run_1/pinout.png
Pins as bars across the die edge, other pins in gray.
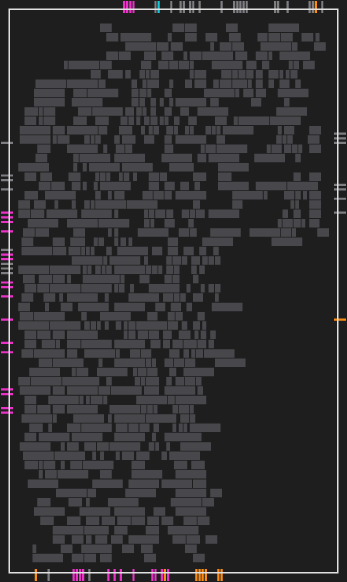
run_1/sizing.png
Scale bar: 20 um.
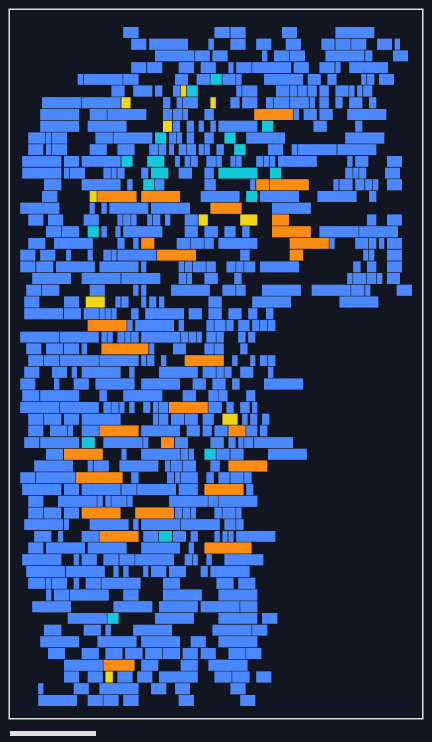
run_1/clock_wires.png
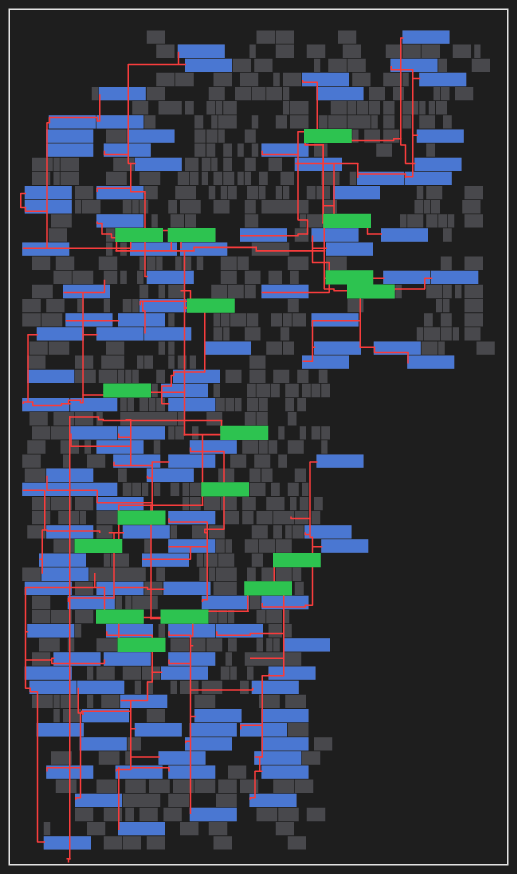
run_1/m4.png
Scale bar: 20 um.
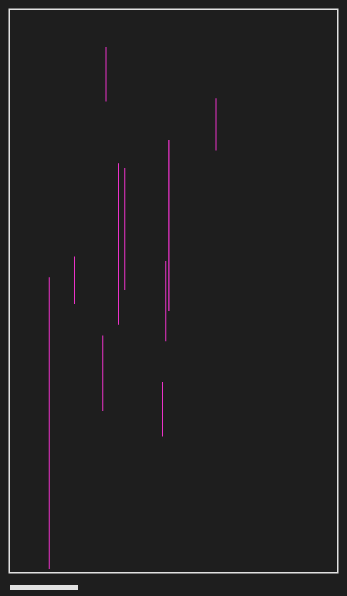
[src/rtl/imem_loader_pkg.sv]
// Shared types and constants for the boot-time program loader.
// Holds the loader state encoding and the byte/word geometry.
package imem_loader_pkg;

  localparam int LDR_STATE_W    = 3;
  localparam int BYTE_W         = 8;
  localparam int WORD_W         = 32;
  localparam int BYTES_PER_WORD = 4;

  typedef enum logic [LDR_STATE_W-1:0] {
    LDR_IDLE   = 3'd0,
    LDR_LEN_LO = 3'd1,
    LDR_LEN_HI = 3'd2,
    LDR_DATA   = 3'd3,
    LDR_WRITE  = 3'd4,
    LDR_DONE   = 3'd5
  } ldr_state_e;

  function automatic logic ldr_is_busy(input ldr_state_e s);
    return (s == LDR_LEN_LO) || (s == LDR_LEN_HI) ||
           (s == LDR_DATA)   || (s == LDR_WRITE);
  endfunction

  function automatic logic ldr_takes_bytes(input ldr_state_e s);
    return (s == LDR_LEN_LO) || (s == LDR_LEN_HI) || (s == LDR_DATA);
  endfunction

endpackage

[src/rtl/imem_loader_byte_word_packer.sv]
// Packs accepted bytes little-endian into a 32-bit word.
// word_full_o is asserted combinationally alongside the 4th accepted byte.
module imem_loader_byte_word_packer
  import imem_loader_pkg::*;
(
  input  logic              clk_i,
  input  logic              rst_i,
  input  logic              clear_i,
  input  logic              byte_valid_i,
  input  logic [BYTE_W-1:0] byte_i,
  output logic [WORD_W-1:0] word_o,
  output logic              word_full_o
);

  logic [WORD_W-BYTE_W-1:0] sh_q, sh_d;
  logic [1:0]               idx_q, idx_d;

  // Only the first three bytes are stored; the 4th is merged on the fly.
  assign word_o      = {byte_i, sh_q};
  assign word_full_o = byte_valid_i && (idx_q == 2'd3);

  always_comb begin
    sh_d  = sh_q;
    idx_d = idx_q;
    if (clear_i) begin
      sh_d  = '0;
      idx_d = '0;
    end else if (byte_valid_i) begin
      sh_d  = {byte_i, sh_q[WORD_W-BYTE_W-1:BYTE_W]};
      idx_d = idx_q + 2'd1;
    end
  end

  always_ff @(posedge clk_i or posedge rst_i) begin
    if (rst_i) begin
      sh_q  <= '0;
      idx_q <= '0;
    end else begin
      sh_q  <= sh_d;
      idx_q <= idx_d;
    end
  end

endmodule

[src/rtl/imem_loader.sv]
// Boot loader: consumes a header-prefixed byte stream and writes 32-bit words
// to a bram32 port at byte addresses 0x0, 0x4, ..., holding the core until done.
module imem_loader
  import imem_loader_pkg::*;
#(
  parameter int ADDR_WIDTH = 10,
  parameter int DATA_WIDTH = 32,
  parameter int CNT_WIDTH  = 16
) (
  input  logic                  clk,
  input  logic                  rst,
  input  logic                  start,
  input  logic [BYTE_W-1:0]     s_data,
  input  logic                  s_valid,
  output logic                  s_ready,
  output logic [ADDR_WIDTH-1:0] w_addr,
  output logic [DATA_WIDTH-1:0] w_dat,
  output logic                  w_enb,
  output logic                  cpu_hold,
  output logic                  busy,
  output logic                  done,
  output logic                  overflow,
  output logic [CNT_WIDTH-1:0]  words_written,
  output ldr_state_e            dbg_state
);

  localparam int                 CAP_WORDS = 1 << (ADDR_WIDTH - 2);
  localparam logic [CNT_WIDTH:0] CAP       = CAP_WORDS[CNT_WIDTH:0];

  ldr_state_e            state_q, state_d;
  logic [CNT_WIDTH-1:0]  cnt_q, cnt_d;
  logic [CNT_WIDTH-1:0]  word_idx_q, word_idx_d;
  logic [CNT_WIDTH-1:0]  ww_q, ww_d;
  logic                  ovf_q, ovf_d;
  logic [ADDR_WIDTH-1:0] w_addr_q, w_addr_d;
  logic [DATA_WIDTH-1:0] w_dat_q, w_dat_d;
  logic                  w_enb_q, w_enb_d;

  logic                  xfer;
  logic                  pk_clear;
  logic                  pk_valid;
  logic [WORD_W-1:0]     pk_word;
  logic                  pk_full;
  logic [15:0]           hdr_count;
  logic                  in_range;

  // Handshake: a byte moves only on a cycle where s_valid && s_ready; s_ready
  // depends on state alone, never on s_valid, so no combinational loop forms.
  assign s_ready   = ldr_takes_bytes(state_q);
  assign xfer      = s_valid && s_ready;
  assign pk_valid  = xfer && (state_q == LDR_DATA);
  assign hdr_count = {s_data, cnt_q[7:0]};
  assign in_range  = ({1'b0, word_idx_q} < CAP);

  imem_loader_byte_word_packer u_packer (
    .clk_i        (clk),
    .rst_i        (rst),
    .clear_i      (pk_clear),
    .byte_valid_i (pk_valid),
    .byte_i       (s_data),
    .word_o       (pk_word),
    .word_full_o  (pk_full)
  );

  always_comb begin
    state_d    = state_q;
    cnt_d      = cnt_q;
    word_idx_d = word_idx_q;
    ww_d       = ww_q;
    ovf_d      = ovf_q;
    w_addr_d   = w_addr_q;
    w_dat_d    = w_dat_q;
    w_enb_d    = 1'b0;
    pk_clear   = 1'b0;
    case (state_q)
      LDR_IDLE, LDR_DONE: begin
        if (start) begin
          state_d    = LDR_LEN_LO;
          cnt_d      = '0;
          word_idx_d = '0;
          ww_d       = '0;
          ovf_d      = 1'b0;
          pk_clear   = 1'b1;
        end
      end
      LDR_LEN_LO: begin
        if (xfer) begin
          cnt_d   = CNT_WIDTH'(s_data);
          state_d = LDR_LEN_HI;
        end
      end
      LDR_LEN_HI: begin
        if (xfer) begin
          cnt_d   = CNT_WIDTH'(hdr_count);
          ovf_d   = ({1'b0, CNT_WIDTH'(hdr_count)} > CAP);
          state_d = (hdr_count == 16'd0) ? LDR_DONE : LDR_DATA;
        end
      end
      LDR_DATA: begin
        if (pk_full) begin
          state_d = LDR_WRITE;
          // Words past capacity are consumed but never written, so w_addr cannot wrap.
          if (in_range) begin
            w_enb_d  = 1'b1;
            w_addr_d = ADDR_WIDTH'({word_idx_q, 2'b00});
            w_dat_d  = DATA_WIDTH'(pk_word);
          end
        end
      end
      LDR_WRITE: begin
        word_idx_d = word_idx_q + 1'b1;
        if (w_enb_q) ww_d = ww_q + 1'b1;
        state_d = (word_idx_d == cnt_q) ? LDR_DONE : LDR_DATA;
      end
      default: state_d = LDR_IDLE;
    endcase
  end

  always_ff @(posedge clk or posedge rst) begin
    if (rst) begin
      state_q    <= LDR_IDLE;
      cnt_q      <= '0;
      word_idx_q <= '0;
      ww_q       <= '0;
      ovf_q      <= 1'b0;
      w_addr_q   <= '0;
      w_dat_q    <= '0;
      w_enb_q    <= 1'b0;
    end else begin
      state_q    <= state_d;
      cnt_q      <= cnt_d;
      word_idx_q <= word_idx_d;
      ww_q       <= ww_d;
      ovf_q      <= ovf_d;
      w_addr_q   <= w_addr_d;
      w_dat_q    <= w_dat_d;
      w_enb_q    <= w_enb_d;
    end
  end

  assign w_addr        = w_addr_q;
  assign w_dat         = w_dat_q;
  assign w_enb         = w_enb_q;
  assign done          = (state_q == LDR_DONE);
  assign cpu_hold      = (state_q != LDR_DONE);
  assign busy          = ldr_is_busy(state_q);
  assign overflow      = ovf_q;
  assign words_written = ww_q;
  assign dbg_state     = state_q;

endmodule

[config.mk]
export PLATFORM = sky130hd
export DESIGN_NAME = imem_loader
export DESIGN_NICKNAME = d
export VERILOG_FILES = /design/src/rtl/imem_loader_pkg.sv /design/src/rtl/imem_loader_byte_word_packer.sv /design/src/rtl/imem_loader.sv
export SDC_FILE = /design/constraint.sdc
export NUM_CORES = 1
export LEC_CHECK = 0
export CAP_MARGIN = 25
export CELL_PAD_IN_SITES_DETAIL_PLACEMENT = 0
export CELL_PAD_IN_SITES_GLOBAL_PLACEMENT = 1
export CORE_ASPECT_RATIO = 1.75
export CORE_MARGIN = 2
export CORE_UTILIZATION = 39
export CTS_CLUSTER_DIAMETER = 40
export DETAILED_ROUTE_END_ITERATION = 12
export PLACE_DENSITY = 0.82
export SETUP_SLACK_MARGIN = 0.02
export SLEW_MARGIN = 20
export SYNTH_ARGS = -nofsm -noshare
export SYNTH_HDL_FRONTEND = slang
export SYNTH_HIERARCHICAL = 1
export SYNTH_SLANG_ARGS = --single-unit
[constraint.sdc]
create_clock -name clk -period 3.23 [get_ports clk]
set_clock_uncertainty 0.05 [all_clocks]
set_input_delay 0.646 -clock clk [delete_from_list [all_inputs] [get_ports clk]]
set_output_delay 0.646 -clock clk [all_outputs]
set_load 0.03 [all_outputs]
==> summary.txt, run 1 <==
Status - completed
Seq pwr share - 37.1%
CP arrival - 2190 ps
CP max stage cell - clkdlybuf4s50_1
P_clk - 1.97 mW
Die area - 15700 um^2
Clock slew at reported path FFs - 60 ps
PwrDens - 784 nW/um^2
Max-slew violations - 0
Die width - 95.6 um
Crit-path cells - inv_2, or3_1, inv_1, clkdlybuf4s50_1
Post-DP Area - 6610 um^2
Net count, final - 629
CP Class - reg -> out
CTS tree - built
Routed vias/inst - 5.25
Switching power - 1.97 mW
Resize count post-CTS - 0
First-pass GRT wire length - 22500 um
Initial detailed-routing violation count - 299
Sequential logic power - 2.10 mW
Yosys Chip Area - 5730 um^2
Met1 wire length - 5100 um
Routability cong. - 0.856
Worst Max-Slew Pin Slew - 941 ps
Synthesis-to-finish area growth - 26.1%
Non-filler cells, final - 807
Hold slack - 443 ps
Grt met1 use - 19.6%
Most frequent logic cell in the layout - dfrtp_1
DPL Wire Length - 9750 um
Busiest grt layer - met2
Log Warnings - 26
Placed insts - 775
Avg Inst Size Synth - 10.5 um^2
Critical Path Start Type - register
Pleak - 3.25 nW
Core Util, Final - 50.3%
Met2 GRT Util - 34.9%
Tcrit/Tclk final - 89.4%
GR Layer Usage met3 - 3.67%
Hold Vio Cnt, Final - 0
Final WS setup - 344 ps
Met3 wire length - 378 um
Max power group - registers
Initial core utilization - 39.9%
Synth unique cells - 53
# setup viols final - 0
Async S/R FF share, synth - 100%
Top cells by area - dfrtp_1, mux2_1, mux2i_1
Post-synth top area cell - dfrtp_1
Hold buffers post-CTS - 0
CTS max path bufs - 2
Comb pwr share - 28.1%
Io pins - 79
Worst Path Buf+Inv - 3
F_max - 346 MHz
Crit Path Max Fanout - 8
Net Sw Frac - 34.7%
GRT overflow - 0
Number of buffers created by CTS - 17
Netlist Area Pre-Place - 5730 um^2
Yosys Instances - 545
DR pass1 iterations - 4
Syn. warnings - 6
Main flop type - dfrtp_1
Antenna fix cells - 0
Relative slew slack - 36.8%
H-tree depth - 4
Die Ht - 164 um
Late-Pin Clk Latency - 410 ps
Crit-path max cell delay - 660 ps
Synth Seq Share - 52.0%
Endpoint class of the critical path - output port
Max Cap Viol - 0
Top routing layer in use - met4
Combinational power - 1.59 mW
Most numerous logic cells after layout - dfrtp_1, clkdlybuf4s50_1, nand2_1
RSZ-0062 raised after global routing - no
CP top delay family - buffers and inverters
Row count - 58
Core Region - 14400 um^2
WL met2 - 7900 um
Setup TNS - 0 ps
Global-route usage over all layers - 18.7%
Setup Buffers After CTS - 0
Synth Instances - 545
Worst hold path class - reg -> reg
Vias in the first global route - 4410
Pint - 3.69 mW
Post-synth top area share - 52.0%
Worst Path Required - 2530 ps
Pin count of the biggest net entering global routing - 94
EDFF count, synth - 0
Seq cells post-synth - 119
Min Tclk post-route - 2890 ps
Maximum VDD drop - 0.000456 V
CTS Root Cell - clkbuf_16
Layout cells sized above 1 - 8.93%
Clock power frac - 34.8%
Post-Route WL - 13700 um
Notes on pinout.png above:
- cyan: overflow (pins 1; direction output; edge north)
- orange: w_addr (pins 10; direction output; edge 8 south, 1 north, 1 east)
- magenta: w_dat (pins 32; direction output; edge 16 west, 12 south, 4 north)

Notes on sizing.png above:
- orange: x6 and larger (cells 28)
- blue: x1 and smaller (cells 571)
- yellow: x2 (cells 10)
- cyan: x3 and x4 (cells 18)

Notes on clock_wires.png above:
- red: clock wires (length 1580 um)
- green: clock-net drivers (count 17)
- blue: flip-flops (count 119)
- flops lie: widely spread
- routed clock nets: 18

Notes on m4.png above:
- longest straight run: 85.0 um
- share of all routed wire: 2.4%
- main direction: vertical

## run 1: logic make-up (layout without fill, tap and decap cells)
kind of cell    Yosys count  after routing  share of synthesized area [%]
simple gates            185            185                           15.5
flops                   119            119                           52.0
compound gates           79             79                           7.77
mux                      69             69                           12.9
buf+inv                  50            131                           5.13
xor+xnor                 39             39                           5.96
fa+ha+maj                 3              3                          0.655
other cells               1              2                         0.0655
## run 1: worst paths after layout
kind / slack [ps] / end / cells after the start / start
max reg2reg: 490 / dbg_state[1] / 7 / word_idx_q[0]
max in group asynchronous: 2050 / w_dat[2] / 3 / rst
min in group asynchronous: 620 / w_dat[13] / 3 / rst
min: 440 / w_dat[2] / 1 / u_packer/sh_q[2]
min reg2reg: 440 / w_dat[2] / 1 / u_packer/sh_q[2]
max: 340 / done / 4 / dbg_state[2]
## run 1: cell type report
type / instances / area, um^2
Clock inverter: 15 / 193
Timing Repair Buffer: 88 / 876
Tap cell: 180 / 225
Clock buffer: 17 / 425
Sequential cell: 119 / 2980
Fill cell: 1347 / 7150
Inverter: 11 / 42.5
Multi-Input combinational cell: 377 / 2480
## run 1: registers in the layout, indices dropped and copies added (netlist names)
signal,cells
dbg_state,3
w_dat,32
u_packer/sh_q,24
w_enb,1
words_written,16
cnt_q,16
word_idx_q,16
w_addr,8
u_packer/idx_q,2
overflow,1
## run 1: cell usage after synthesis (3+ instances only)
cell type  instances
mux2i_1           29
nand4_1            9
nand4b_1           3
nor3_1             7
buf_2              8
a21oi_1           11
nor2_1            56
nor2b_1            4
mux2_1            39
ha_1               3
clkbuf_1          13
nand2_1           57
o31ai_1            7
xor2_1            12
o21ai_0           26
dfrtp_1          119
xnor2_1           27
buf_4             11
and3_1             5
nand3_1           14
nor4_1             9
buf_6              3
o21ai_1           24
or3_1              6
inv_1              8
## Run 2: what changed since run 1
SLEW_MARGIN = 5   (was 20)
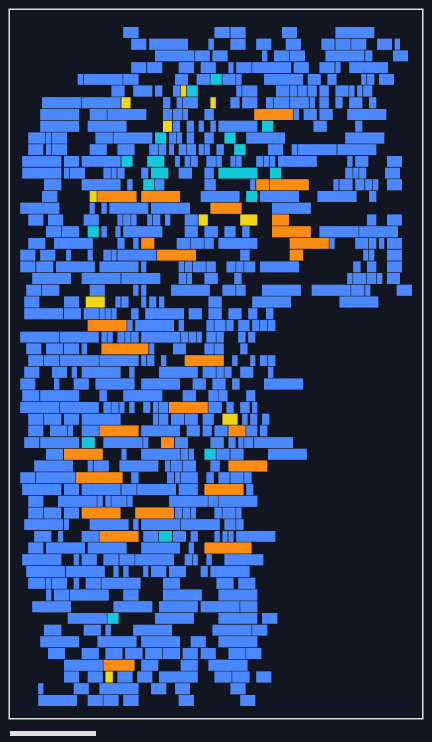
run_2/sizing.png
Scale bar: 20 um.
- blue: x1 and smaller (cells 571)
- yellow: x2 (cells 10)
- orange: x6 and larger (cells 28)
- cyan: x3 and x4 (cells 18)

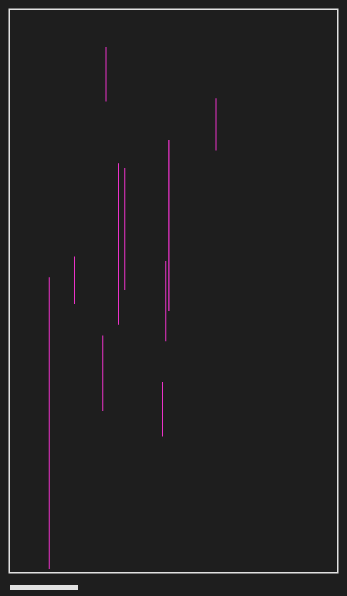
run_2/m4.png
Scale bar: 20 um.
- nets with wire on the layer: 8
- main direction: vertical
- share of all routed wire: 2.4%
- longest straight run: 85.0 um
- wire length on this layer: 322 um

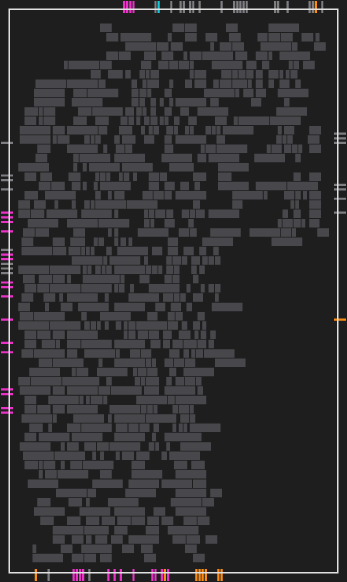
run_2/pinout.png
Pins as bars across the die edge, other pins in gray.
- orange: w_addr (pins 10; direction output; edge 8 south, 1 north, 1 east)
- magenta: w_dat (pins 32; direction output; edge 16 west, 12 south, 4 north)
- cyan: overflow (pins 1; direction output; edge north)
- all pins by edge: 25 north, 24 west, 22 south, 8 east

==> run 2 against run 1 <==
Net effect: design area unchanged; synthesized cell count unchanged; core utilization is the same; sequential share of layout area is the same; critical path depth unchanged; via count did not move; fmax did not move; hold slack unchanged; combinational power is essentially flat; critical path type unchanged; critical endpoint unchanged; largest power group unchanged.
==> summary.txt, run 2 <==
Port bufs - 76
Routed vias/inst - 5.25 (unchanged)
PwrDens - 784 nW/um^2 (unchanged)
Most frequent logic cell in the layout - dfrtp_1
Synthesis-to-finish area growth - 26.1% (unchanged)
Late-Pin Clk Latency - 410 ps (about the same)
Sink Count - 119
Vias in the first global route - 4410 (unchanged)
Resize count post-CTS - 0 (unchanged)
Worst hold path class - reg -> reg
Die width - 95.6 um (unchanged)
Most frequent cells after synthesis - dfrtp_1, nand2_1, nor2_1, mux2_1, mux2i_1
Min Tclk post-route - 2890 ps (unchanged)
F_max - 346 MHz (unchanged)
Busiest grt layer - met2
Via count - 4234
Crit Path Max Fanout - 8 (unchanged)
Setup Buffers After CTS - 0 (unchanged)
Row count - 58 (unchanged)
# setup viols final - 0 (unchanged)
WL per Instance - 17.0 um
Hold Vio Cnt, Final - 0 (unchanged)
DRC - 0
Avg Inst Size Synth - 10.5 um^2 (unchanged)
CTS Root Cell - clkbuf_16
Post-synth top area share - 52.0% (unchanged)
Max-slew violations - 0 (unchanged)
Critical Path Start Type - register
Met3 wire length - 378 um (unchanged)
Synth Instances - 545 (unchanged)
Io pins - 79 (unchanged)
Max Cap Viol - 0 (unchanged)
Met1 wire length - 5100 um (unchanged)
RSZ-0062 raised after global routing - no
H-tree depth - 4 (unchanged)
CTS max path bufs - 2 (unchanged)
Relative slew slack - 36.8% (unchanged)
Seq cells post-synth - 119 (unchanged)
DR pass1 iterations - 4 (unchanged)
DPL Wire Length - 9750 um (unchanged)
Antenna violations before repair - 0
Number of buffers created by CTS - 17 (unchanged)
WL met2 - 7900 um (unchanged)
Routability cong. - 0.856 (unchanged)
CP Class - reg -> out
Status - completed
Register-to-register setup slack - 490 ps (about the same)
Worst Path Required - 2530 ps (about the same)
Crit-path max cell delay - 660 ps (about the same)
Async S/R FF share, synth - 100% (unchanged)
Die Ht - 164 um (unchanged)
Hold buffers post-CTS - 0 (unchanged)
Pleak - 3.25 nW (unchanged)
GRT overflow - 0 (unchanged)
Synth Seq Share - 52.0% (unchanged)
Netlist Area Pre-Place - 5730 um^2 (unchanged)
Main flop type - dfrtp_1
Yosys Instances - 545 (unchanged)
CTS tree - built
Antenna-violating nets left - 0
Top routing layer in use - met4
Layout cells sized above 1 - 8.93% (unchanged)
Pin count of the biggest net entering global routing - 94 (unchanged)
Core Util, Final - 50.3% (unchanged)
Most numerous logic cells after layout - dfrtp_1, clkdlybuf4s50_1, nand2_1
Yosys Chip Area - 5730 um^2 (unchanged)
Die area - 15700 um^2 (unchanged)
First-pass GRT wire length - 22500 um (unchanged)
Tcrit/Tclk final - 89.4% (unchanged)
Endpoint class of the critical path - output port
Clock slew at reported path FFs - 60 ps (about the same)
CP max stage cell - clkdlybuf4s50_1
CP arrival - 2190 ps (about the same)
Antenna fix cells - 0 (unchanged)
Post-synth top area cell - dfrtp_1
Crit-path cells - inv_2, or3_1, inv_1, clkdlybuf4s50_1
Top cells by area - dfrtp_1, mux2_1, mux2i_1
Count leader, synth - dfrtp_1
Hold slack - 443 ps (unchanged)
Initial detailed-routing violation count - 299 (unchanged)
CP top delay family - buffers and inverters
Log Warnings - 26 (unchanged)
Max reg flops - 32 (unchanged)
Worst Max-Slew Pin Slew - 941 ps (unchanged)
Synth unique cells - 53 (unchanged)
Grt met1 use - 19.6% (unchanged)
Maximum VDD drop - 0.000456 V (unchanged)
Worst Path Buf+Inv - 3 (unchanged)
Setup TNS - 0 ps (unchanged)
Global-route usage over all layers - 18.7% (unchanged)
EDFF count, synth - 0 (unchanged)
Net count, final - 629 (unchanged)
Syn. warnings - 6 (unchanged)
Met2 GRT Util - 34.9% (unchanged)
Post-Route WL - 13700 um (unchanged)
Core Region - 14400 um^2 (unchanged)
Initial core utilization - 39.9% (unchanged)
GR Layer Usage met3 - 3.67% (unchanged)
-- run 2: cell counts after synthesis --
Identical to the previous run, type by type.
-- run 2: cell type report --
cell class              instances  area (um^2)
multi-input cells             377         2480
clock inverters                15          193
clock buffers                  17          425
fillers                      1347         7150
flip-flops and latches        119         2980
well taps                     180          225
inverters                      11         42.5
repair buffers                 88          876
-- run 2: worst paths after layout --
kind                             startpoint            to  cells past startpoint
max                            dbg_state[2]          done                      4
min                        u_packer/sh_q[2]      w_dat[2]                      1
max reg2reg                   word_idx_q[0]  dbg_state[1]                      7
min reg2reg                u_packer/sh_q[2]      w_dat[2]                      1
max in group asynchronous               rst      w_dat[2]                      3
min in group asynchronous               rst     w_dat[13]                      3
-- run 2: worst reg2reg max path, stage by stage, from the launching register on --
cell and delay [ps]:
dfrtp_1 510, ha_1 350, nand3_1 170, nor4_1 520, xnor2_1 220, nand4_1 240
or3_1 410, o21a_1 170
-- run 2: per-stage QoR --
stage / worst slack (ps) / cells / power, mW / instance area (um^2)
after detailed placement: 210 / 775 / 3.72 / 6610
after global routing: 251 / 807 / 5.94 / 7220
after CTS: 320 / 807 / 5.72 / 7220
after floorplan: 114 / 546 / 3.16 / 5730
final: 344 / 807 / 5.66 / 7220
after global placement: 223 / 775 / 3.68 / 6610
-- run 2: logic make-up after synthesis --
kind of cell	after synthesis	synth area share, %
and+or+nand+nor	185	15.5
muxes	69	12.9
other	1	0.0655
AOI/OAI and AO/OA	79	7.77
xor gates and xnor gates	39	5.96
DFF	119	52.0
adders and majority gates	3	0.655
buffers and inverters	50	5.13
-- run 2: where the power goes --
part	internal [mW]	leakage (nW)	switching, mW
Clock	1.23	0.295	0.737
Sequential	1.81	1.62	0.289
Combinational	0.652	1.33	0.940
run_2/clock_nets.png
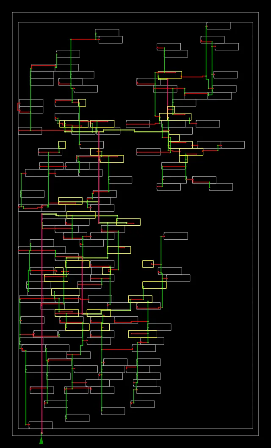

## Run 3: what changed since run 2
CELL_PAD_IN_SITES_DETAIL_PLACEMENT = 2   (was 0)
CELL_PAD_IN_SITES_GLOBAL_PLACEMENT = 2   (was 1)
CORE_UTILIZATION = 32   (was 39)
SETUP_SLACK_MARGIN = default   (was 0.02)
SLEW_MARGIN = 20   (was 5)
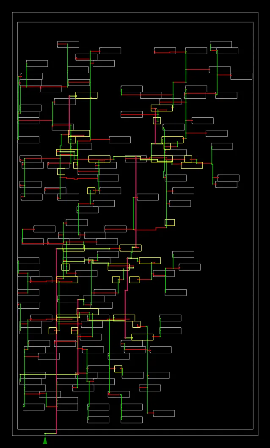
run_3/clock_nets.png
P_clk: 1.80 mW
# clk buffers: 17

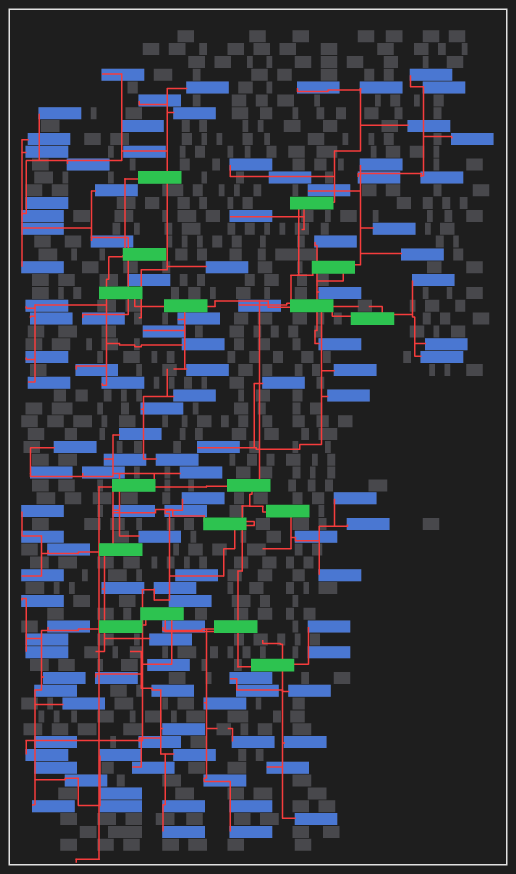
run_3/clock_wires.png
- green: clock-net drivers (count 17)
- blue: flip-flops (count 119)
- red: clock wires (length 1830 um)
- routed clock nets: 18

==> run 3 against run 2 <==
Net effect: power down 0.87%; largest power group unchanged; critical path type unchanged; worst setup slack worse by 180 ps; core utilization down 9.0 points.
==> summary.txt, run 3 <==
Post-synth top area cell - dfrtp_1
H-tree depth - 4 (unchanged)
Worst Max-Slew Pin Slew - 868 ps (-73.4 ps)
Log Warnings - 26 (unchanged)
Resize count post-CTS - 0 (unchanged)
EDFF count, synth - 0 (unchanged)
Die width - 105 um (+10%)
Setup Buffers After CTS - 0 (unchanged)
Buffers outside the clock class - 92 (+4.5%)
Crit-path cells - inv_2, or3_1, inv_1, clkdlybuf4s50_1
Hold slack - 444 ps (+0.771 ps)
Pleak - 3.23 nW (-0.38%)
GRT overflow - 0 (unchanged)
Crit Path Max Fanout - 13 (+5)
Row count - 64 (+10%)
CTS max path bufs - 2 (unchanged)
Worst Path Required - 2530 ps (about the same)
Antenna-violating nets left - 0 (unchanged)
Number of fill cells - 1803 (+34%)
Sequential logic power - 2.11 mW (about the same)
Async S/R FF share, synth - 100% (unchanged)
Routability cong. - 0.850 (-0.64%)
CTS tree - built
Logic area - 2480 um^2 (unchanged)
Switching power - 2.14 mW (+8.8%)
Avg Inst Size Synth - 10.5 um^2 (unchanged)
Final WS setup - 162 ps (-182 ps)
N_taps - 231 (+28%)
Maximum VDD drop - 0.000453 V (-0.82%)
Top cells by area - dfrtp_1, mux2_1, mux2i_1
Clock-cell share - 7.67% (-0.89 points)
Seq cells post-synth - 119 (unchanged)
Initial detailed-routing violation count - 179 (-40%)
CP max stage cell - clkdlybuf4s50_1
Clock power frac - 32.1% (-2.7 points)
Post-synth top area share - 52.0% (unchanged)
Clock slew at reported path FFs - 70 ps (about the same)
Post-Route WL - 17500 um (+28%)
Crit-path max cell delay - 660 ps (about the same)
Sink Count - 119 (unchanged)
Count leader, synth - dfrtp_1
CP Class - reg -> out
Yosys Instances - 545 (unchanged)
Yosys Chip Area - 5730 um^2 (unchanged)
DR pass1 iterations - 4 (unchanged)
Worst Path Buf+Inv - 3 (unchanged)
Via count - 4436 (+4.8%)
Max power group - registers
Tcrit/Tclk final - 95.0% (+5.6 points)
# setup viols final - 0 (unchanged)
Die Ht - 181 um (+10%)
RSZ-0062 raised after global routing - no
Net count, final - 633 (+0.64%)
Hold Vio Cnt, Final - 0 (unchanged)
Critical Path Start Type - register
Io pins - 79 (unchanged)
Port bufs - 76 (unchanged)
Net Sw Frac - 38.1% (+3.4 points)
Main flop type - dfrtp_1
PwrDens - 775 nW/um^2 (-1.1%)
Most frequent cells after synthesis - dfrtp_1, nand2_1, nor2_1, mux2_1, mux2i_1
Late-Pin Clk Latency - 420 ps (about the same)
Seq pwr share - 37.6% (+0.5 points)
Max reg flops - 32 (unchanged)
Synth unique cells - 53 (unchanged)
Synthesis-to-finish area growth - 26.4%
Core Region - 17500 um^2 (+22%)
Synth Seq Share - 52.0% (unchanged)
Antenna violations before repair - 0 (unchanged)
DRC - 0 (unchanged)
Pint - 3.47 mW (-6.0%)
Global-route usage over all layers - 19.6% (+0.96 points)
Antenna fix cells - 0 (unchanged)
WL per Instance - 20.3 um (+20%)
Relative slew slack - 42.0% (+5.2 points)
Routed vias/inst - 5.15 (-1.9%)
Comb pwr share - 30.2% (+2.1 points)
Most numerous logic cells after layout - dfrtp_1, clkdlybuf4s50_1, nand2_1
Vias in the first global route - 5136 (+16%)
Flop area - 2980 um^2 (unchanged)
CTS Root Cell - clkbuf_16
DPL Wire Length - 11900 um (+22%)
Max-slew violations - 0 (unchanged)
Layout cells sized above 1 - 9.51% (+0.58 points)
CP arrival - 2370 ps (+180 ps)
First-pass GRT wire length - 29000 um (+29%)
Synth Instances - 545 (unchanged)
CP top delay family - buffers and inverters
Worst hold path class - reg -> reg
Setup WS pre-CTS - 210 ps (+0.506 ps)
Min Tclk post-route - 3070 ps (+182 ps)
Number of buffers created by CTS - 17 (unchanged)
Die area - 19000 um^2 (+21%)
Hold buffers post-CTS - 0 (unchanged)
Seq area share - 41.1% (-0.11 points)
Status - completed
Registers - 119 (unchanged)
Pin count of the biggest net entering global routing - 94 (unchanged)
#MultiIn Comb - 377 (unchanged)
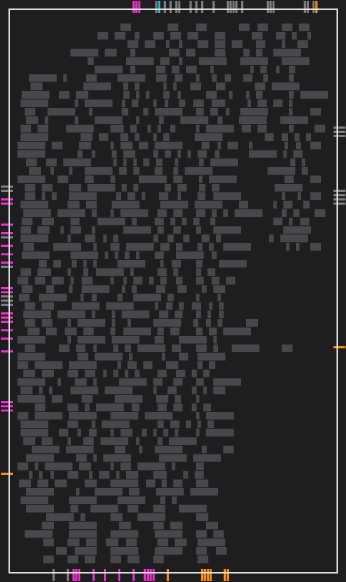
run_3/pinout.png
Pins as bars across the die edge, other pins in gray.
- magenta: w_dat (pins 32; direction output; edge 18 west, 11 south, 3 north)
- orange: w_addr (pins 10; direction output; edge 7 south, 1 north, 1 west, 1 east)
- cyan: overflow (pins 1; direction output; edge north)
- all pins by edge: 26 west, 25 north, 20 south, 8 east

run 3: netlist changes by cell type in the layout (fill, tap and decap cells not counted):
cell	previous run	this run
bufinv_16	3	0
inv_6	4	7
clkinv_4	2	3
buf_12	2	1
buf_4	10	15
clkinvlp_4	3	2
run 3: logic make-up after synthesis:
kind of cell	share of synthesized area [%]
flops	52.0
compound gates	7.77
simple gates	15.5
fa+ha+maj	0.655
other cells	0.0655
xor+xnor	5.96
buf+inv	5.13
mux	12.9
run 3: through the flow:
stage,cells,cell area (um^2),utilization (%),power (mW)
2_1_floorplan,546,5730,-,3.16
3_3_place_gp,830,6690,38.1,3.70
3_5_place_dp,830,6690,38.1,3.79
4_1_cts,862,7240,41.3,5.69
5_1_grt,862,7240,41.3,5.92
6_report,862,7240,41.3,5.61
run 3: worst register-to-register path, stage by stage, from the launching register on:
cell      delay, ps
dfrtp_1         610
inv_2           170
nor2_1          330
nand2_1         220
nor2_4          120
and2_1          220
nand4b_1        170
buf_4           340
mux2_1          450
run 3: path summary, 6_finish.rpt:
path | startpoint | end | slack [ps] | depth (start not counted)
setup / recovery | dbg_state[0] | done | 160 | 4
setup reg to reg | dbg_state[0] | w_dat[18] | 410 | 8
min in group asynchronous | rst | u_packer/sh_q[3] | 650 | 3
max in group asynchronous | rst | word_idx_q[13] | 2010 | 3
hold reg to reg | w_addr[8] | w_addr[8] | 440 | 1
hold / removal | w_addr[8] | w_addr[8] | 440 | 1
run 3: routing by layer:
metal | track usage (%) | wire, um | vias up
met3 | 3.61 | 423 | 30
met4 | 7.63 | 481 | 0
met5 | 0 | 0 | -
met1 | 19.8 | 6260 | 2297
li1 | - | - | 2023
met2 | 38.7 | 10400 | 86
Power figures rest on the tool's default switching activity, not on a simulated workload.
